==> run_1/layer_met1.png <==
Supply wires on this layer in grey.
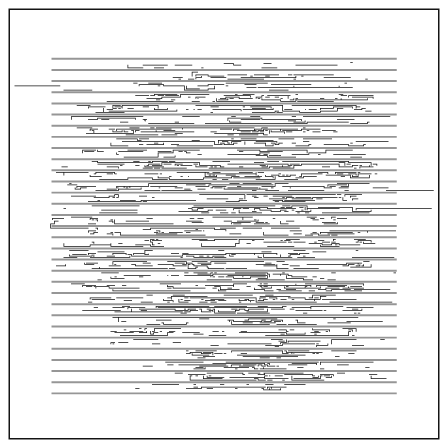
==> run_1/layer_met2.png <==
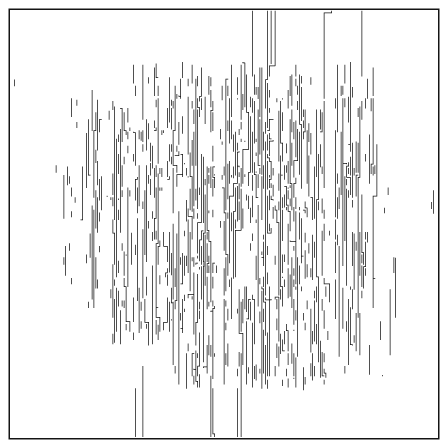
==> run_1/layer_met3.png <==
Scale bar: 20 um.
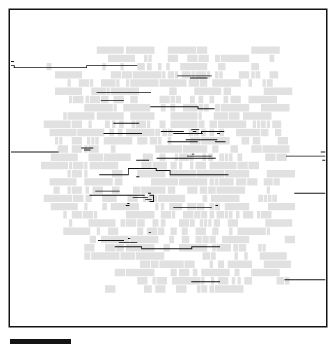
==> run_1/layer_met4.png <==
Supply wires on this layer in grey.
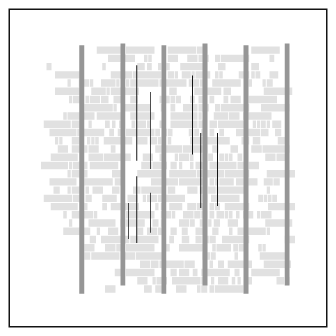
===== src/rtl/mux_4to1_lut_pkg.sv =====
// -----------------------------------------------------------------------------
// mux_4to1_lut_pkg
// Shared widths and the default table contents for the reconfigurable 4:1
// single-bit mux. The table is indexed by {sel, d}: addr[5:4] = sel,
// addr[3:0] = d. The default entry at {s, dd} holds dd[s], so an
// unprogrammed table behaves as a plain 4:1 mux.
// -----------------------------------------------------------------------------
package mux_4to1_lut_pkg;

  localparam int SEL_W       = 2;
  localparam int DATA_W      = 4;
  localparam int ADDR_W      = SEL_W + DATA_W;
  localparam int LUT_ENTRIES = 1 << ADDR_W;

  // Default value of one table entry: the data bit chosen by the select field.
  function automatic logic default_lut_bit(input logic [ADDR_W-1:0] addr);
    return addr[addr[ADDR_W-1:DATA_W]];
  endfunction

  function automatic logic [LUT_ENTRIES-1:0] build_default_lut();
    logic [LUT_ENTRIES-1:0] v;
    v = '0;
    for (int i = 0; i < LUT_ENTRIES; i++) begin
      v[i] = default_lut_bit(ADDR_W'(i));
    end
    return v;
  endfunction

  // Full default table, also loaded on reset and on restore.
  localparam logic [LUT_ENTRIES-1:0] DEFAULT_LUT = build_default_lut();

endpackage


===== src/rtl/mux_4to1_lut_if.sv =====
// -----------------------------------------------------------------------------
// mux_4to1_lut_if
// Bundles the data path (d, sel -> out, out_q) and the configuration port
// (cfg_we, cfg_addr, cfg_wdata, cfg_restore -> cfg_dirty) of mux_4to1_lut.
//
// Signalling: there is no valid/ready handshake. cfg_we and cfg_restore are
// single-cycle strobes sampled on the rising clock edge; the block is always
// ready, so every strobe seen while rst_n=1 takes effect on that edge.
// cfg_restore has priority over cfg_we when both are high.
//
// Modports:
//   master - drives d, sel and the cfg_* requests; observes out/out_q/dirty
//   slave  - the mux_4to1_lut block itself
// -----------------------------------------------------------------------------
interface mux_4to1_lut_if;
  import mux_4to1_lut_pkg::*;

  logic [DATA_W-1:0] d;
  logic [SEL_W-1:0]  sel;
  logic              out;
  logic              out_q;
  logic              cfg_we;
  logic [ADDR_W-1:0] cfg_addr;
  logic              cfg_wdata;
  logic              cfg_restore;
  logic              cfg_dirty;

  modport master (
    output d, sel, cfg_we, cfg_addr, cfg_wdata, cfg_restore,
    input  out, out_q, cfg_dirty
  );

  modport slave (
    input  d, sel, cfg_we, cfg_addr, cfg_wdata, cfg_restore,
    output out, out_q, cfg_dirty
  );
endinterface


===== src/rtl/mux_4to1_lut_lut_store.sv =====
// -----------------------------------------------------------------------------
// mux_4to1_lut_lut_store
// The 64-entry single-bit table with its configuration logic.
//
// Ports:
//   clk        in   system clock, rising edge
//   rst_n      in   asynchronous active-low reset; loads the default table
//   i_we       in   write one entry this cycle
//   i_addr     in   entry index, {sel, d}
//   i_wdata    in   value written to the entry
//   i_restore  in   reload the default table this cycle (wins over i_we)
//   o_lut      out  full table contents, for the read mux
//   o_dirty    out  high once a write has landed since reset/restore
// -----------------------------------------------------------------------------
module mux_4to1_lut_lut_store
  import mux_4to1_lut_pkg::*;
(
  input  logic                   clk,
  input  logic                   rst_n,
  input  logic                   i_we,
  input  logic [ADDR_W-1:0]      i_addr,
  input  logic                   i_wdata,
  input  logic                   i_restore,
  output logic [LUT_ENTRIES-1:0] o_lut,
  output logic                   o_dirty
);

  logic [LUT_ENTRIES-1:0] r_lut;
  logic                   r_dirty;

  // Dirty tracks "a write happened", not "contents differ": rewriting an
  // entry with its current value still marks the table dirty.
  always_ff @(posedge clk or negedge rst_n) begin
    if (!rst_n) begin
      r_lut   <= DEFAULT_LUT;
      r_dirty <= 1'b0;
    end else if (i_restore) begin
      r_lut   <= DEFAULT_LUT;
      r_dirty <= 1'b0;
    end else if (i_we) begin
      r_lut[i_addr] <= i_wdata;
      r_dirty       <= 1'b1;
    end
  end

  assign o_lut   = r_lut;
  assign o_dirty = r_dirty;

endmodule


===== src/rtl/mux_4to1_lut.sv =====
// -----------------------------------------------------------------------------
// mux_4to1_lut
// Reconfigurable 4:1 single-bit mux. The output is a lookup into a 64-entry
// table indexed by {sel, d}; out of reset the table implements out = d[sel],
// and individual entries can be rewritten at run time.
//
// Ports:
//   clk    in   system clock, rising edge
//   rst_n  in   asynchronous active-low reset
//   bus    slave modport of mux_4to1_lut_if:
//            d, sel       in   lookup index
//            out          out  combinational lut[{sel,d}]
//            out_q        out  out registered on clk (0 in reset)
//            cfg_we/addr/wdata, cfg_restore  in  table programming
//            cfg_dirty    out  table written since reset/restore
// -----------------------------------------------------------------------------
module mux_4to1_lut
  import mux_4to1_lut_pkg::*;
#(
  parameter int LUT_DEPTH = 64
) (
  input  logic              clk,
  input  logic              rst_n,
  mux_4to1_lut_if.slave     bus
);

  logic [LUT_DEPTH-1:0] w_lut;
  logic [ADDR_W-1:0]    w_idx;
  logic                 w_out;
  logic                 w_dirty;
  logic                 r_out_q;

  mux_4to1_lut_lut_store u_lut_store (
    .clk       (clk),
    .rst_n     (rst_n),
    .i_we      (bus.cfg_we),
    .i_addr    (bus.cfg_addr),
    .i_wdata   (bus.cfg_wdata),
    .i_restore (bus.cfg_restore),
    .o_lut     (w_lut),
    .o_dirty   (w_dirty)
  );

  // Read straight from the table registers: a write becomes visible right
  // after its edge, and the reset value shows without any clock.
  assign w_idx = {bus.sel, bus.d};
  assign w_out = w_lut[w_idx];

  always_ff @(posedge clk or negedge rst_n) begin
    if (!rst_n) begin
      r_out_q <= 1'b0;
    end else begin
      r_out_q <= w_out;
    end
  end

  assign bus.out       = w_out;
  assign bus.out_q     = r_out_q;
  assign bus.cfg_dirty = w_dirty;

endmodule


===== src/flat_wrapper.sv =====
// flat-port wrapper written by rule: the top's interface ports become plain ports
module mux_4to1_lut_flat import mux_4to1_lut_pkg::*;
#(
  parameter int LUT_DEPTH = 64
)
  (clk, rst_n, bus_d, bus_sel, bus_cfg_we, bus_cfg_addr, bus_cfg_wdata, bus_cfg_restore, bus_out, bus_out_q, bus_cfg_dirty);
  mux_4to1_lut_if bus_i ();
  input  logic clk;
  input  logic rst_n;
  input wire logic [$bits(bus_i.d)-1:0] bus_d;
  input wire logic [$bits(bus_i.sel)-1:0] bus_sel;
  input wire logic [$bits(bus_i.cfg_we)-1:0] bus_cfg_we;
  input wire logic [$bits(bus_i.cfg_addr)-1:0] bus_cfg_addr;
  input wire logic [$bits(bus_i.cfg_wdata)-1:0] bus_cfg_wdata;
  input wire logic [$bits(bus_i.cfg_restore)-1:0] bus_cfg_restore;
  output wire logic [$bits(bus_i.out)-1:0] bus_out;
  output wire logic [$bits(bus_i.out_q)-1:0] bus_out_q;
  output wire logic [$bits(bus_i.cfg_dirty)-1:0] bus_cfg_dirty;
  assign bus_i.d = bus_d;
  assign bus_i.sel = bus_sel;
  assign bus_i.cfg_we = bus_cfg_we;
  assign bus_i.cfg_addr = bus_cfg_addr;
  assign bus_i.cfg_wdata = bus_cfg_wdata;
  assign bus_i.cfg_restore = bus_cfg_restore;
  assign bus_out = bus_i.out;
  assign bus_out_q = bus_i.out_q;
  assign bus_cfg_dirty = bus_i.cfg_dirty;
  mux_4to1_lut #(.LUT_DEPTH(LUT_DEPTH)) u_core (.clk(clk), .rst_n(rst_n), .bus(bus_i));
endmodule

===== config.mk =====
export PLATFORM = sky130hd
export DESIGN_NAME = mux_4to1_lut_flat
export DESIGN_NICKNAME = d
export VERILOG_FILES = /design/src/rtl/mux_4to1_lut_pkg.sv /design/src/rtl/mux_4to1_lut_if.sv /design/src/rtl/mux_4to1_lut_lut_store.sv /design/src/rtl/mux_4to1_lut.sv /design/src/flat_wrapper.sv
export SDC_FILE = /design/constraint.sdc
export NUM_CORES = 1
export LEC_CHECK = 0
export CAP_MARGIN = 5
export CORE_MARGIN = 10
export CORE_UTILIZATION = 53
export CTS_CLUSTER_DIAMETER = 120
export DETAILED_ROUTE_END_ITERATION = 10
export PLACE_DENSITY = 0.72
export REMOVE_ABC_BUFFERS = 1
export SYNTH_ARGS = -nofsm -noshare
export SYNTH_HDL_FRONTEND = slang
export SYNTH_SLANG_ARGS = --single-unit

===== constraint.sdc =====
create_clock -name clk -period 5 [get_ports clk]
set_clock_uncertainty 0.15 [all_clocks]
set_input_delay 0.5 -clock clk [delete_from_list [all_inputs] [get_ports clk]]
set_output_delay 0.5 -clock clk [all_outputs]
set_load 0.02 [all_outputs]

==> impl_metrics.ini, run 1 <==
; implementation run metrics
[worst_hold_path]
hp-class = input port to async pin

[yosys]
yosysTopAreaCellShare_pct = 22.5
ff_type = dfrtp_1
ys_chip_area_um2 = 3770
common_cells = nor2_1, mux2i_1, nand2_1
syn_area_per_cell_um2 = 10.5
ys.warnings.count = 0
synth_cells = 358
top_cells_by_area = dfrtp_1, dfstp_2, mux2i_1, mux4_1, mux4_2
yosys_cells = 358
async_reset_ff_share_pct = 100
numSynthFlops = 66
netlist_area_um2 = 3770
ys_types = 40
yosys.stat.seqShare_pct = 44.8

[critical_path]
cp.required_ns = 4.35
startpoint = bus_d[0]
arrival_ns = 3.40
reg2reg_from = u_core.u_lut_store.o_lut[25]
cp-start-kind = input port
critical_path_class = input port to output port
path_cells = clkdlybuf4s50_1 > mux4_1 > mux2i_1 > mux2i_1 > a211oi_1 > a21oi_1 > clkdlybuf4s50_1
critPathMaxStageDelay_ns = 1.04
cp.buffers_inverters = 2

[grt]
grt_pass1_vias = 2781
grtUsageTotal_pct = 16.9
grt_pass1_wl_mm = 15.0
antenna_found_initial = 0

[timing]
fmax_ghz = 0.247
finalHoldViolCount = 0
slew_viol_final = 0
finalCritPeriodShare_pct = 81.1
relSlewSlack_pct = 21.2
setup_viol = 0
fin_ws_ns = 0.946

[placed_design]
place_hpwl_mm = 5.75
pre_cts_ws_ns = 0.932
port_buffers = 19

[clock_tree]
clk-insertion-delay-late_ns = 0.35
cts-resized-gates = 0
htree_levels = 3
clock_path_buffers = 2
cts_sinks = 66
cts_setup_buffers = 0
cts-buffers-inserted = 9

[final_layout]
antenna_cells = 0
layout_top_cells = nor2_1, mux2i_1, nand2_1
seq_area_um2 = 1690
nFillCells = 595
finalNetCount = 378
drive_gt1_share_pct = 17.8
utilization_pct = 59.6

[drt]
wl_met1_mm = 4.08
via_per_inst = 6.12
drt_iter0_markers = 251
dr.pass1.iters = 5
drc = 0
antenna_left = 0

[die]
fp.coreArea_um2 = 6870
ios = 20
die_h_um = 104

[run_status]
status = finished, final reports clean

[pwr]
power.density_nw_per_um2 = 257
irDropWorstVdd_v = 0.000175
## Picture notes: layer_met1.png
- share of all routed wire: 46%
- main direction: horizontal
met1 GRT Util: 22.7%
via count: 2826

## Picture notes: layer_met2.png
- main direction: vertical
- longest straight run: 42.2 um
- nets with wire on the layer: 313
- wire length on this layer: 4260 um
- share of all routed wire: 48%
Post-Route WL: 8.94 mm
grt met2 use: 25.7%

## Picture notes: layer_met3.png
- nets with wire on the layer: 33
- wire length on this layer: 426 um
- share of all routed wire: 4.8%
- longest straight run: 23.9 um
met3 Use GR: 4.65%

## Picture notes: layer_met4.png
- wire length on this layer: 177 um
- main direction: vertical
- nets with wire on the layer: 8
- share of all routed wire: 2.0%
- longest straight run: 31.3 um

## run 1: per-stage QoR
stage	power, mW	instance area (um2)	std cells	hold WS [ns]
finish	1.05	4090	462	0.157
global route	1.10	4090	462	0.247
CTS	1.06	4090	462	0.211
detailed placement	0.668	3930	446	0.338
global placement	0.667	3930	446	0.327
floorplan	0.597	3620	329	0.0544
## run 1: layout make-up
cell class | count | area share, %
Clock buffer | 13 | 3.64
Clock inverter | 3 | 0.367
Inverter | 1 | 0.0917
Multi-Input combinational cell | 262 | 47.0
Sequential cell | 66 | 41.3
Tap cell | 96 | 2.93
Timing Repair Buffer | 21 | 4.65
## run 1: power by group
| part | total (mW) | internal, mW | switching, mW |
|---|---|---|---|
| clock | 0.391 | 0.192 | 0.200 |
| combinational | 0.117 | 0.0410 | 0.0756 |
| sequential | 0.543 | 0.541 | 0.00210 |
| total | 1.05 | 0.773 | 0.278 |
## run 1: final timing paths
check	to	slack, ns	cells after the start
max	bus_out	0.95	7
min	u_core.u_lut_store.o_lut[42]	0.16	2
max reg2reg	u_core.bus.out_q	3.18	5
min reg2reg	u_core.u_lut_store.o_dirty	0.35	2
max in group asynchronous	u_core.u_lut_store.o_lut[50]	3.97	2
min in group clk	u_core.u_lut_store.o_dirty	0.35	2
## run 1: sequential cells by signal (all words and copies together) (netlist names)
name,count
u_core.bus.out_q,1
u_core.u_lut_store.o_dirty,1
u_core.u_lut_store.o_lut,64
## run 1: logic make-up after synthesis
| logic type | share of synthesized area, % |
|---|---|
| simple gates | 19.8 |
| flops | 44.8 |
| compound gates | 10.5 |
| mux | 20.7 |
| buf+inv | 4.21 |
## run 1: worst reg2reg max path: cells and delay by family, from the launching register on
kind,cells,cell delay [ns]
flops,1,0.38
compound gates,2,0.34
mux,3,0.83
==> run_1/clocks.png <==
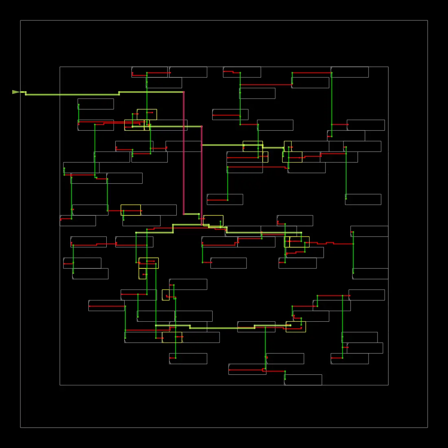

## Run 2: what changed since run 1
- clock period: 5 -> 3.98 ns (I/O delays scaled with it)
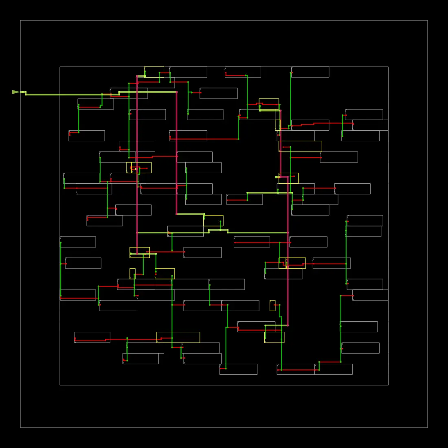
(run_2/clocks.png)
Seq cells: 66
TritonCTS buffer count: 9
clk pwr: 611 uW
count of clock buffers in the final design: 13

==> impl_metrics.ini, run 2 <==
; implementation run metrics
[timing]
whs_ns = 0.0309
setup_viol = 0
fmax_ghz = 0.283
finalCritPeriodShare_pct = 88.9
slew_viol_final = 0
finalHoldViolCount = 0
relSlewSlack_pct = 22.9

[yosys]
ys_chip_area_um2 = 3770
synth_cells = 358
syn_area_per_cell_um2 = 10.5
yosys_cells = 358
top_cells_by_area = dfrtp_1, dfstp_2, mux2i_1, mux4_1, mux4_2
ys.warnings.count = 0
ff_type = dfrtp_1
yosysTopAreaCellShare_pct = 22.5
ys_types = 40
async_reset_ff_share_pct = 100
netlist_area_um2 = 3770
common_cells = nor2_1, mux2i_1, nand2_1

[worst_hold_path]
hp-class = input port to async pin

[final_layout]
antenna_cells = 0
fin_cells = 465
largest_register_ffs = 64
stdcell_area_um2 = 4160
finalNetCount = 381
drive_gt1_share_pct = 18.2
layout_top_cells = nor2_1, mux2i_1, nand2_1

[pwr]
irDropWorstVdd_v = 0.000157
power.density_nw_per_um2 = 347
clockPowerShare_pct = 42.3
p_int_mw = 1.09
power_mw = 1.44
p_sw_share_pct = 24.8
p_seq_share_pct = 47.2
power_frac_comb_pct = 10.5

[placed_design]
pre_cts_ws_ns = 0.465
port_buffers = 19
dp.cells = 449
place_hpwl_mm = 5.77
placed_cell_area_um2 = 3950

[critical_path]
cp.required_ns = 3.43
ff2ff_path_depth = 5
critPathCapture = bus_out
critical_path_class = input port to output port
reg2reg_slack_ns = 2.17
rr_endpoint = u_core.bus.out_q
cp-start-kind = input port
reg2reg_from = u_core.u_lut_store.o_lut[29]
arrival_ns = 2.99

[clock_tree]
htree_levels = 3
clock_path_buffers = 2
cts-resized-gates = 0
clk-insertion-delay-late_ns = 0.35

[run_status]
status = finished, final reports clean

[drt]
drt_iter0_markers = 225
totalWireLength_mm = 9.23
dr_total_vias = 2826
antenna_left = 0
drc = 0
dr.pass1.iters = 4

[grt]
grt_pass1_wl_mm = 15.1
grt_pass1_vias = 2707
antenna_found_initial = 0
grtUsageTotal_pct = 17.2

[die]
fp.coreArea_um2 = 6870
die_h_um = 104
run 2: power by group through the flow:
stage	clock network [mW]	registers, mW	logic, mW
2_1_floorplan	0	0.695	0.0554
3_3_place_gp	0	0.693	0.150
3_5_place_dp	0	0.693	0.151
4_1_cts	0.620	0.681	0.151
5_1_grt	0.652	0.682	0.164
6_report	0.611	0.681	0.151
run 2: metal layers:
layer / track usage, % / part of all wire [%]
met4: 8.05 / 2.6
met3: 3.04 / 5.9
met2: 25.8 / 46
met1: 23.5 / 45
met5: 0 / 0
run 2: worst max-delay path, cell delays in order:
cell             delay (ns)
clkdlybuf4s50_1        0.82
mux4_2                 0.59
nor3b_1                0.22
nor4_1                 0.08
a211oi_1               0.23
a21oi_1                0.10
clkdlybuf4s50_1        0.56
run 2: area by class of cell:
| type | instances | area [um2] |
|---|---|---|
| clock buffer | 13 | 139 |
| clock inverter | 3 | 65.1 |
| fill | 594 | 2710 |
| inverter | 1 | 3.75 |
| multi-input combinational | 262 | 1920 |
| sequential | 66 | 1690 |
| tap | 96 | 120 |
| timing repair buffer | 24 | 213 |
run 2: worst min path at each step:
stage	to	slack, ns	cells after the start
finish	u_core.u_lut_store.o_lut[40]	0.03	1
global route	u_core.u_lut_store.o_lut[40]	0.1	1
CTS	u_core.u_lut_store.o_lut[40]	0.06	1
detailed placement	u_core.u_lut_store.o_dirty	0.35	2
global placement	u_core.u_lut_store.o_dirty	0.33	2
floorplan	u_core.bus.out_q	-0.05	0
run 2: kinds of logic (layout without fill, tap and decap cells):
family	after synthesis	count (layout)	synth area share, %
AND-OR/OR-AND	57	57	10.5
AND/OR/NAND/NOR	150	150	19.8
multiplexers	55	55	20.7
buffers and inverters	30	41	4.21
flip-flops	66	66	44.8
## Run 3: what changed since run 2
- GPL_ROUTABILITY_DRIVEN: default -> 0
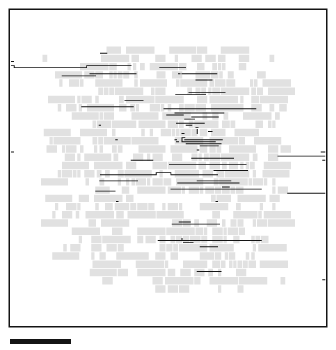
(run_3/layer_met3.png)
Scale bar: 20 um.
Post-Route WL: 9.23 mm
met3 Use GR: 3.04%

==> impl_metrics.ini, run 3 <==
; implementation run metrics
[run_status]
status = finished, final reports clean

[pwr]
power.density_nw_per_um2 = 347
irDropWorstVdd_v = 0.000157
p_int_mw = 1.09
power_mw = 1.44
p_sw_share_pct = 24.8
p_seq_share_pct = 47.2
power_frac_comb_pct = 10.5
clockPowerShare_pct = 42.3

[critical_path]
cp_slowest_cell = clkdlybuf4s50_1
cp.buffers_inverters = 2
cp-start-kind = input port
critPathMaxStageDelay_ns = 0.82
arrival_ns = 2.99
cp_top_family = buffers and inverters
cpMostUsedCell = clkdlybuf4s50_1
critical_path_class = input port to output port
path_cells = clkdlybuf4s50_1 > mux4_2 > nor3b_1 > nor4_1 > a211oi_1 > a21oi_1 > clkdlybuf4s50_1
cp.required_ns = 3.43

[die]
fp.coreArea_um2 = 6870
die_h_um = 104
die_w_um = 104

[clock_tree]
clk-insertion-delay-late_ns = 0.35
clock_path_buffers = 2
cts-resized-gates = 0
cts-buffers-inserted = 9
clk_pin_slew_worst_paths_ns = 0.07
cts_hold_buf = 0
htree_levels = 3

[yosys]
async_reset_ff_share_pct = 100
common_cells = nor2_1, mux2i_1, nand2_1
ys_sh_mux_pct = 20.7
top_cells_by_area = dfrtp_1, dfstp_2, mux2i_1, mux4_1, mux4_2
ys_types = 40
yosys_cells = 358
top_logic_kind = multiplexers
ys.warnings.count = 0
ys_chip_area_um2 = 3770
adder_share_pct = 0
ff_type = dfrtp_1
syn_area_per_cell_um2 = 10.5
netlist_area_um2 = 3770
simple_gate_area_share_pct = 19.8
synthAoiAreaFrac_pct = 10.5
xor_share_pct = 0
synth_cells = 358
yosysTopAreaCellShare_pct = 22.5

[final_layout]
stdcell_area_um2 = 4160
layout_top_cells = nor2_1, mux2i_1, nand2_1
utilization_pct = 60.5
finalNetCount = 381
largest_register_ffs = 64
fin_cells = 465
nFillCells = 594
antenna_cells = 0
drive_gt1_share_pct = 18.2

[grt]
grt_pass1_wl_mm = 15.1
antenna_found_initial = 0
grt_pass1_vias = 2707
grtUsageTotal_pct = 17.2
grt_start_max_net_pins = 66

[worst_hold_path]
hp-class = input port to async pin

[timing]
whs_ns = 0.0309
slew_viol_final = 0
fin_ws_ns = 0.441
setup_viol = 0
fmax_ghz = 0.283
relSlewSlack_pct = 22.9
finalHoldViolCount = 0
finalCritPeriodShare_pct = 88.9
rsz0062_at_grt = no

[placed_design]
pre_cts_ws_ns = 0.465
placed_cell_area_um2 = 3950
dp.cells = 449
port_buffers = 19
place_hpwl_mm = 5.77

[drt]
drc = 0
drt_iter0_markers = 225
dr_total_vias = 2826
antenna_left = 0
dr.pass1.iters = 4
-- run 3: cell counts after synthesis --
No cell type changed its count.
-- run 3: final timing paths --
kind | end | depth (start not counted) | slack [ns] | from
max | bus_out | 7 | 0.44 | bus_d[1]
max in group asynchronous | u_core.u_lut_store.o_lut[47] | 2 | 2.72 | rst_n
min reg2reg | u_core.u_lut_store.o_dirty | 2 | 0.35 | u_core.u_lut_store.o_dirty
min | u_core.u_lut_store.o_lut[40] | 1 | 0.03 | rst_n
max reg2reg | u_core.bus.out_q | 5 | 2.17 | u_core.u_lut_store.o_lut[29]
min in group clk | u_core.u_lut_store.o_lut[3] | 3 | 0.31 | bus_cfg_wdata
-- run 3: per-layer routing --
metal / up-vias / part of all wire (%) / wire length, um / track usage [%]
li1: 1303 / - / - / -
met1: 1400 / 45 / 4160 / 23.5
met2: 101 / 46 / 4290 / 25.8
met3: 22 / 5.9 / 545 / 3.04
met4: 0 / 2.6 / 237 / 8.05
met5: - / 0 / 0 / 0
-- run 3: layout make-up --
cell class | instances | area [um2] | share of cell area (%)
clock buffer | 13 | 139 | 3.34
clock inverter | 3 | 65.1 | 1.57
multi-input combinational | 262 | 1920 | 46.3
sequential | 66 | 1690 | 40.7
tap | 96 | 120 | 2.89
inverter | 1 | 3.75 | 0.0903
timing repair buffer | 24 | 213 | 5.12
-- run 3: power by group through the flow --
stage	Sequential, mW	Clock (mW)	Combinational (mW)
2_1_floorplan	0.695	0	0.0554
3_3_place_gp	0.693	0	0.150
4_1_cts	0.681	0.620	0.151
5_1_grt	0.682	0.652	0.164
6_report	0.681	0.611	0.151
3_5_place_dp	0.693	0	0.151
-- run 3: cell families (layout without fill, tap and decap cells) --
kind of cell    Yosys count  after routing
compound gates           57             57
buf+inv                  30             41
flops                    66             66
mux                      55             55
simple gates            150            150
Power figures rest on the tool's default switching activity, not on a simulated workload.
